<file path="src/rtl/flag_sequencer.sv">
// flag_sequencer: steps the pride flag selector on frame boundaries from a frame timer and next/prev/pause buttons.
// Define FLAG_SEQ_DEBOUNCE_EN to add per-button frame-based debouncing ahead of the edge detectors.
module flag_sequencer #(
    parameter int FRAMES_PER_FLAG = 120,
    parameter int DEBOUNCE_FRAMES = 3
) (
    input  logic       clk,
    input  logic       rst,
    input  logic       frame_start,
    input  logic       btn_next,
    input  logic       btn_prev,
    input  logic       btn_pause,
    input  logic [7:0] count,
    output logic [7:0] selector,
    output logic       paused,
    output logic       flag_changed
);
    localparam logic       ST_RUN    = 1'b0;
    localparam logic       ST_PAUSED = 1'b1;
    localparam logic [1:0] P_NONE    = 2'd0;
    localparam logic [1:0] P_NEXT    = 2'd1;
    localparam logic [1:0] P_PREV    = 2'd2;
    localparam logic [15:0] FC_LAST  = 16'(FRAMES_PER_FLAG - 1);

    if (FRAMES_PER_FLAG < 1 || FRAMES_PER_FLAG > 65535) begin : g_bad_fpf
        $error("FRAMES_PER_FLAG out of range");
    end
    if (DEBOUNCE_FRAMES < 1 || DEBOUNCE_FRAMES > 15) begin : g_bad_db
        $error("DEBOUNCE_FRAMES out of range");
    end

    // button bit order: [0] next, [1] prev, [2] pause
    logic [2:0] r_sync1, r_sync2, r_lvl;
    logic [2:0] w_level, w_edge;

    always_ff @(posedge clk or posedge rst) begin
        if (rst) begin
            r_sync1 <= '0;
            r_sync2 <= '0;
        end else begin
            r_sync1 <= {btn_pause, btn_prev, btn_next};
            r_sync2 <= r_sync1;
        end
    end

`ifdef FLAG_SEQ_DEBOUNCE_EN
    localparam logic [3:0] DB_LAST = 4'(DEBOUNCE_FRAMES - 1);
    logic [2:0][3:0] r_db_cnt;
    logic [2:0]      r_db_lvl;

    // a level is accepted once it has differed from the accepted one for DEBOUNCE_FRAMES frames in a row
    always_ff @(posedge clk or posedge rst) begin
        if (rst) begin
            r_db_cnt <= '0;
            r_db_lvl <= '0;
        end else if (frame_start) begin
            for (int i = 0; i < 3; i++) begin
                if (r_sync2[i] == r_db_lvl[i]) begin
                    r_db_cnt[i] <= '0;
                end else if (r_db_cnt[i] == DB_LAST) begin
                    r_db_lvl[i] <= r_sync2[i];
                    r_db_cnt[i] <= '0;
                end else begin
                    r_db_cnt[i] <= r_db_cnt[i] + 4'd1;
                end
            end
        end
    end

    assign w_level = r_db_lvl;
`else
    assign w_level = r_sync2;
`endif

    assign w_edge = w_level & ~r_lvl;

    logic        r_state;
    logic [1:0]  r_pend;
    logic [15:0] r_fc;
    logic [7:0]  r_sel;
    logic        r_chg;

    logic [8:0]  w_inc9;
    logic [7:0]  w_next_sel, w_prev_sel, w_sel_n;
    logic [15:0] w_fc_n;
    logic [1:0]  w_pend_n;
    logic        w_state_n;

    assign w_inc9     = {1'b0, r_sel} + 9'd1;
    assign w_next_sel = (w_inc9 >= {1'b0, count}) ? 8'd0 : w_inc9[7:0];
    assign w_prev_sel = (r_sel == 8'd0) ? count - 8'd1 : r_sel - 8'd1;

    always_comb begin
        w_sel_n = r_sel;
        w_fc_n  = r_fc;
        if (frame_start) begin
            if (count == 8'd0 || r_sel >= count) begin
                w_sel_n = 8'd0;
                w_fc_n  = '0;
            end else if (r_pend == P_NEXT) begin
                w_sel_n = w_next_sel;
                w_fc_n  = '0;
            end else if (r_pend == P_PREV) begin
                w_sel_n = w_prev_sel;
                w_fc_n  = '0;
            end else if (r_state == ST_RUN && r_fc == FC_LAST) begin
                w_sel_n = w_next_sel;
                w_fc_n  = '0;
            end else if (r_state == ST_RUN) begin
                w_fc_n  = r_fc + 16'd1;
            end
        end
        // resuming always restarts the dwell time of the current flag
        if (w_edge[2] && r_state == ST_PAUSED) w_fc_n = '0;
    end

    assign w_state_n = w_edge[2] ? ~r_state : r_state;
    assign w_pend_n  = (w_edge[0] && w_edge[1]) ? P_NONE :
                       w_edge[0]                ? P_NEXT :
                       w_edge[1]                ? P_PREV :
                       frame_start              ? P_NONE : r_pend;

    always_ff @(posedge clk or posedge rst) begin
        if (rst) begin
            r_lvl   <= '0;
            r_state <= ST_RUN;
            r_pend  <= P_NONE;
            r_fc    <= '0;
            r_sel   <= '0;
            r_chg   <= 1'b0;
        end else begin
            r_lvl   <= w_level;
            r_state <= w_state_n;
            r_pend  <= w_pend_n;
            r_fc    <= w_fc_n;
            r_sel   <= w_sel_n;
            r_chg   <= frame_start && (w_sel_n != r_sel);
        end
    end

    assign selector     = r_sel;
    assign paused       = (r_state == ST_PAUSED);
    assign flag_changed = r_chg;
endmodule

</file>
<file path="config.mk">
export PLATFORM = sky130hd
export DESIGN_NAME = flag_sequencer
export DESIGN_NICKNAME = d
export VERILOG_FILES = /design/src/rtl/flag_sequencer.sv
export SDC_FILE = /design/constraint.sdc
export NUM_CORES = 1
export LEC_CHECK = 0
export CORE_UTILIZATION = 45
export CTS_CLUSTER_DIAMETER = 100
export CTS_CLUSTER_SIZE = 20
export DETAILED_ROUTE_END_ITERATION = 8
export GPL_ROUTABILITY_DRIVEN = 0
export GPL_TIMING_DRIVEN = 1
export HOLD_SLACK_MARGIN = 0.05
export PLACE_DENSITY = 0.64
export SLEW_MARGIN = 20
export SYNTH_ARGS = -nofsm -noshare
export SYNTH_HDL_FRONTEND = slang
export SYNTH_SLANG_ARGS = --single-unit
</file>
<file path="constraint.sdc">
create_clock -name clk -period 4.97 [get_ports clk]
set_clock_uncertainty 0.05 [all_clocks]
set_input_delay 0.7455 -clock clk [delete_from_list [all_inputs] [get_ports clk]]
set_output_delay 0.7455 -clock clk [all_outputs]
set_load 0.02 [all_outputs]
</file>
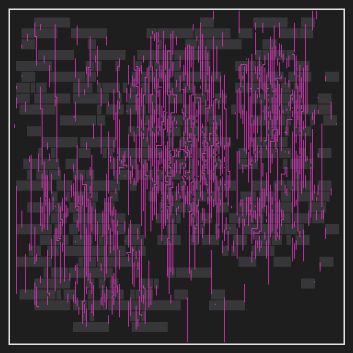
m2.png
Scale: 4 px per um.
wire length on this layer: 3,640 um
share of all routed wire: 46%
longest straight run: 37.4 um
nets with wire on the layer: 343
met2 usage: 39.7%
DR vias: 2,895
Routed WL: 7910 um

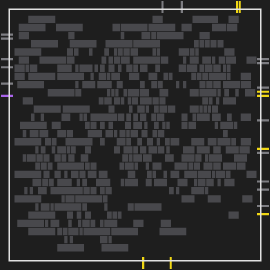
pinout.png
Scale: 3 px per um. Pins as bars across the die edge, other pins in gray.
legend:
  purple:
    port: `paused`
    pins: 1
    direction: output
    edge: left
  yellow:
    port: `selector`
    pins: 8
    direction: output
    edge: 4 right, 2 bottom, 2 top
die width: 83.3 um
port bufs: 23
Die H: 83.3 um

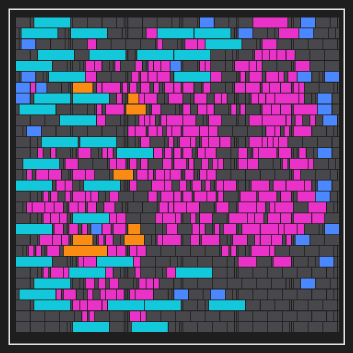
class_map.png
Scale: 4 px per um. Fill, decap, tap and diode cells in gray.
legend:
  magenta:
    class: remaining logic cells
    cells: 303
    share_of_their_area: 60%
  blue:
    class: remaining buffers and delay cells
    cells: 26
    share_of_their_area: 7.7%
  cyan:
    class: sequential cells
    cells: 37
    share_of_their_area: 28%
  orange:
    class: clock drivers and dummy loads
    cells: 8
    share_of_their_area: 3.5%

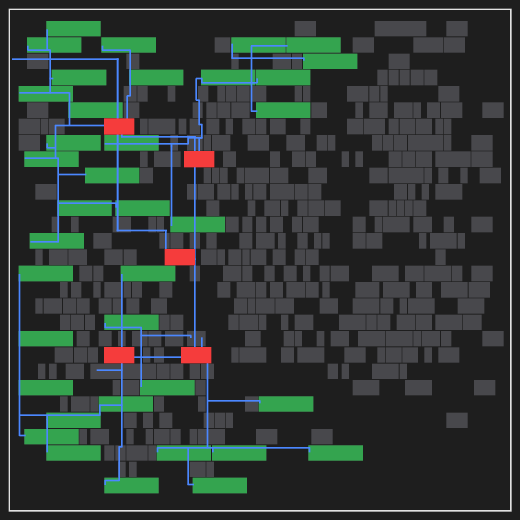
clock_wires.png
Scale: 6 px per um.
legend:
  blue:
    item: clock wires
    length: 512 um
  red:
    item: clock-net drivers
    count: 5
  green:
    item: flip-flops
    count: 37
routed clock nets: 6

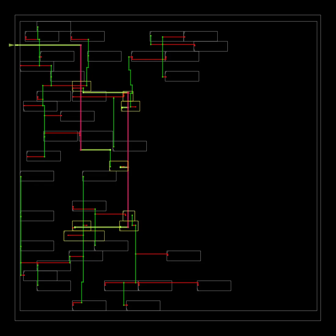
clock_nets.png
Clock Sink Count: 37
CTS Buf Count: 5
Worst-Skew Late Latency: 290 ps

==> results.toml <==
# yosys + openroad results
[run_status]
status = "complete, no violations"

[logic_synthesis]
mux_share_pct = 1.05
logic_family = "simple AND/OR/NAND/NOR gates"
ff_type = "dfrtp_1"
edf_count = 0
avgSynthCellArea_um2 = 8.34
fa_ha_area_share_pct = 9.24
compound_area_share_pct = 22.1
synth_async_sr_flop_share_pct = 100

[finish]
drive_above_1_share_pct = 6.95
finalNetCount = 409
antenna_cells = 0
syn2layout_area_growth_pct = 12.9
post-route-util_pct = 52.6

[placed_design]
preCtsSetupSlack_ps = 1020

[clock_tree]
tritoncts = "done"
cts.reportedPaths.clkPinSlew_ps = 80
cts_root_buffer = "clkbuf_8"

[floorplanning]
core_area_um2 = 6390
initCoreUtil_pct = 46.6
die-area_um2 = 6950
io_pins = 24

[power_and_ir_drop]
p_per_area_nw_per_um2 = 481
ir_drop_mv = 0.232

[run]
cap_violations = 0
warnings = 29

[hold_path]
min_from = "r_sync1[0]"

[global_route]
grt.total_usage_pct = 23.6

[setup_path]
r2r_end = "flag_changed"
reg2reg_depth = 12
end_kind = "flip-flop"
crit_type = "flip-flop to flip-flop"
crit_fanout = 12

[sta]
clock.fmax_mhz = 252
tns_ps = 0
maxSlewViolCount = 0
finalCritPeriodShare_pct = 80.0
tightestPinTransition_ps = 956
setup_slack_ps = 996
setup_violations = 0
timing.hold.ws_ps = 304

[detailed_routing]
drtIter0Drc = 298
via_per_inst = 6.42
wl_per_cell_um = 17.5
## metrics by stage
step           cell area [um^2]  instances  power (mW)
2_1_floorplan              2980        357        1.09
3_3_place_gp               3250        443        1.34
3_5_place_dp               3250        443        1.34
5_1_grt                    3360        451        1.73
6_report                   3360        451        1.62
4_1_cts                    3360        451        1.62
## kinds of logic after synthesis
kind of cell | Yosys count
compound gates | 94
xor+xnor | 19
fa+ha+maj | 22
buf+inv | 40
flops | 37
mux | 3
simple gates | 142
## flip-flops by register name (all words and copies together) (netlist names)
signal,cells
r_lvl,3
paused,1
r_fc,16
r_sync2,3
r_pend,2
r_sync1,3
flag_changed,1
selector,8
## synth_stat cells, drive strengths merged, types with 2 or more instances
library cell	instances	area, um^2
nor2	38	143
nand4b	2	17.5
o22ai	2	12.5
o211ai	5	37.5
a31oi	12	75.1
o31ai	7	52.6
a211oi	4	30.0
nand3	15	75.1
nor4	8	50.1
dfrtp	37	926
mux2i	2	20.0
nor2b	5	31.3
nor3	13	75.1
nor4b	2	32.5
a21oi	17	88.8
o31a	3	26.3
ha	22	275
o21ai	19	95.1
xor2	2	17.5
nand2	23	86.3
clkbuf	13	48.8
inv	23	86.3
a31o	2	17.5
nand4	6	37.5
or3	9	56.3
or2	4	25.0
a21o	4	30.0
xnor2	17	149
and4	2	17.5
o311ai	4	50.1
and3	6	37.5
a211o	2	17.5
nand2b	5	31.3
buf	4	32.5
## power by group
| group | leakage (nW) | switching (mW) | internal, mW |
|---|---|---|---|
| combinational | 0.869 | 0.512 | 0.365 |
| sequential | 0.478 | 0.127 | 0.347 |
| clock | 0.0543 | 0.117 | 0.150 |
| total | 1.40 | 0.756 | 0.862 |
## routing by layer
metal	vias up	track usage, %	part of all wire (%)
met3	38	2.88	6.6
met1	1349	29.7	43
met2	163	39.7	46
met4	0	12.2	4.7
li1	1345	-	-
met5	-	0	0
## worst max-delay path by stage
stage | startpoint | endpoint | cells after the start
2_1_floorplan | selector[2] | flag_changed | 13
3_3_place_gp | count[5] | flag_changed | 11
3_5_place_dp | count[7] | flag_changed | 11
4_1_cts | selector[1] | flag_changed | 12
5_1_grt | selector[1] | flag_changed | 12
6_report | selector[1] | flag_changed | 12
## cell type report
class	instances	area [um^2]
fillers	594	3030
inverters	23	86.3
multi-input cells	280	1880
flip-flops and latches	37	926
repair buffers	26	253
clock buffers	5	68.8
well taps	77	96.3
clock inverters	3	46.3
## worst max-delay path: stages, from the launching register on
cell      delay (ps)
dfrtp_1          590
ha_1             310
and3_1           300
nand3_1          120
xnor2_1          280
ha_1             300
and4_1           160
a31oi_1          480
and2_1           330
a21oi_1          110
a211oi_1         380
mux2_2           390
nand4b_1          90
## placed cells by master, fill, tap and decap left out, drive strengths merged, types with 6 or more instances in the layout
cell / instances
a31oi: 12
nand4: 6
nor4: 8
nor3: 13
clkdlybuf4s50: 23
nor2: 38
dfrtp: 37
and3: 6
inv: 23
o31ai: 7
ha: 22
nand3: 15
o21ai: 19
or3: 9
nand2: 23
a21oi: 17
xnor2: 17
Power figures rest on the tool's default switching activity, not on a simulated workload.
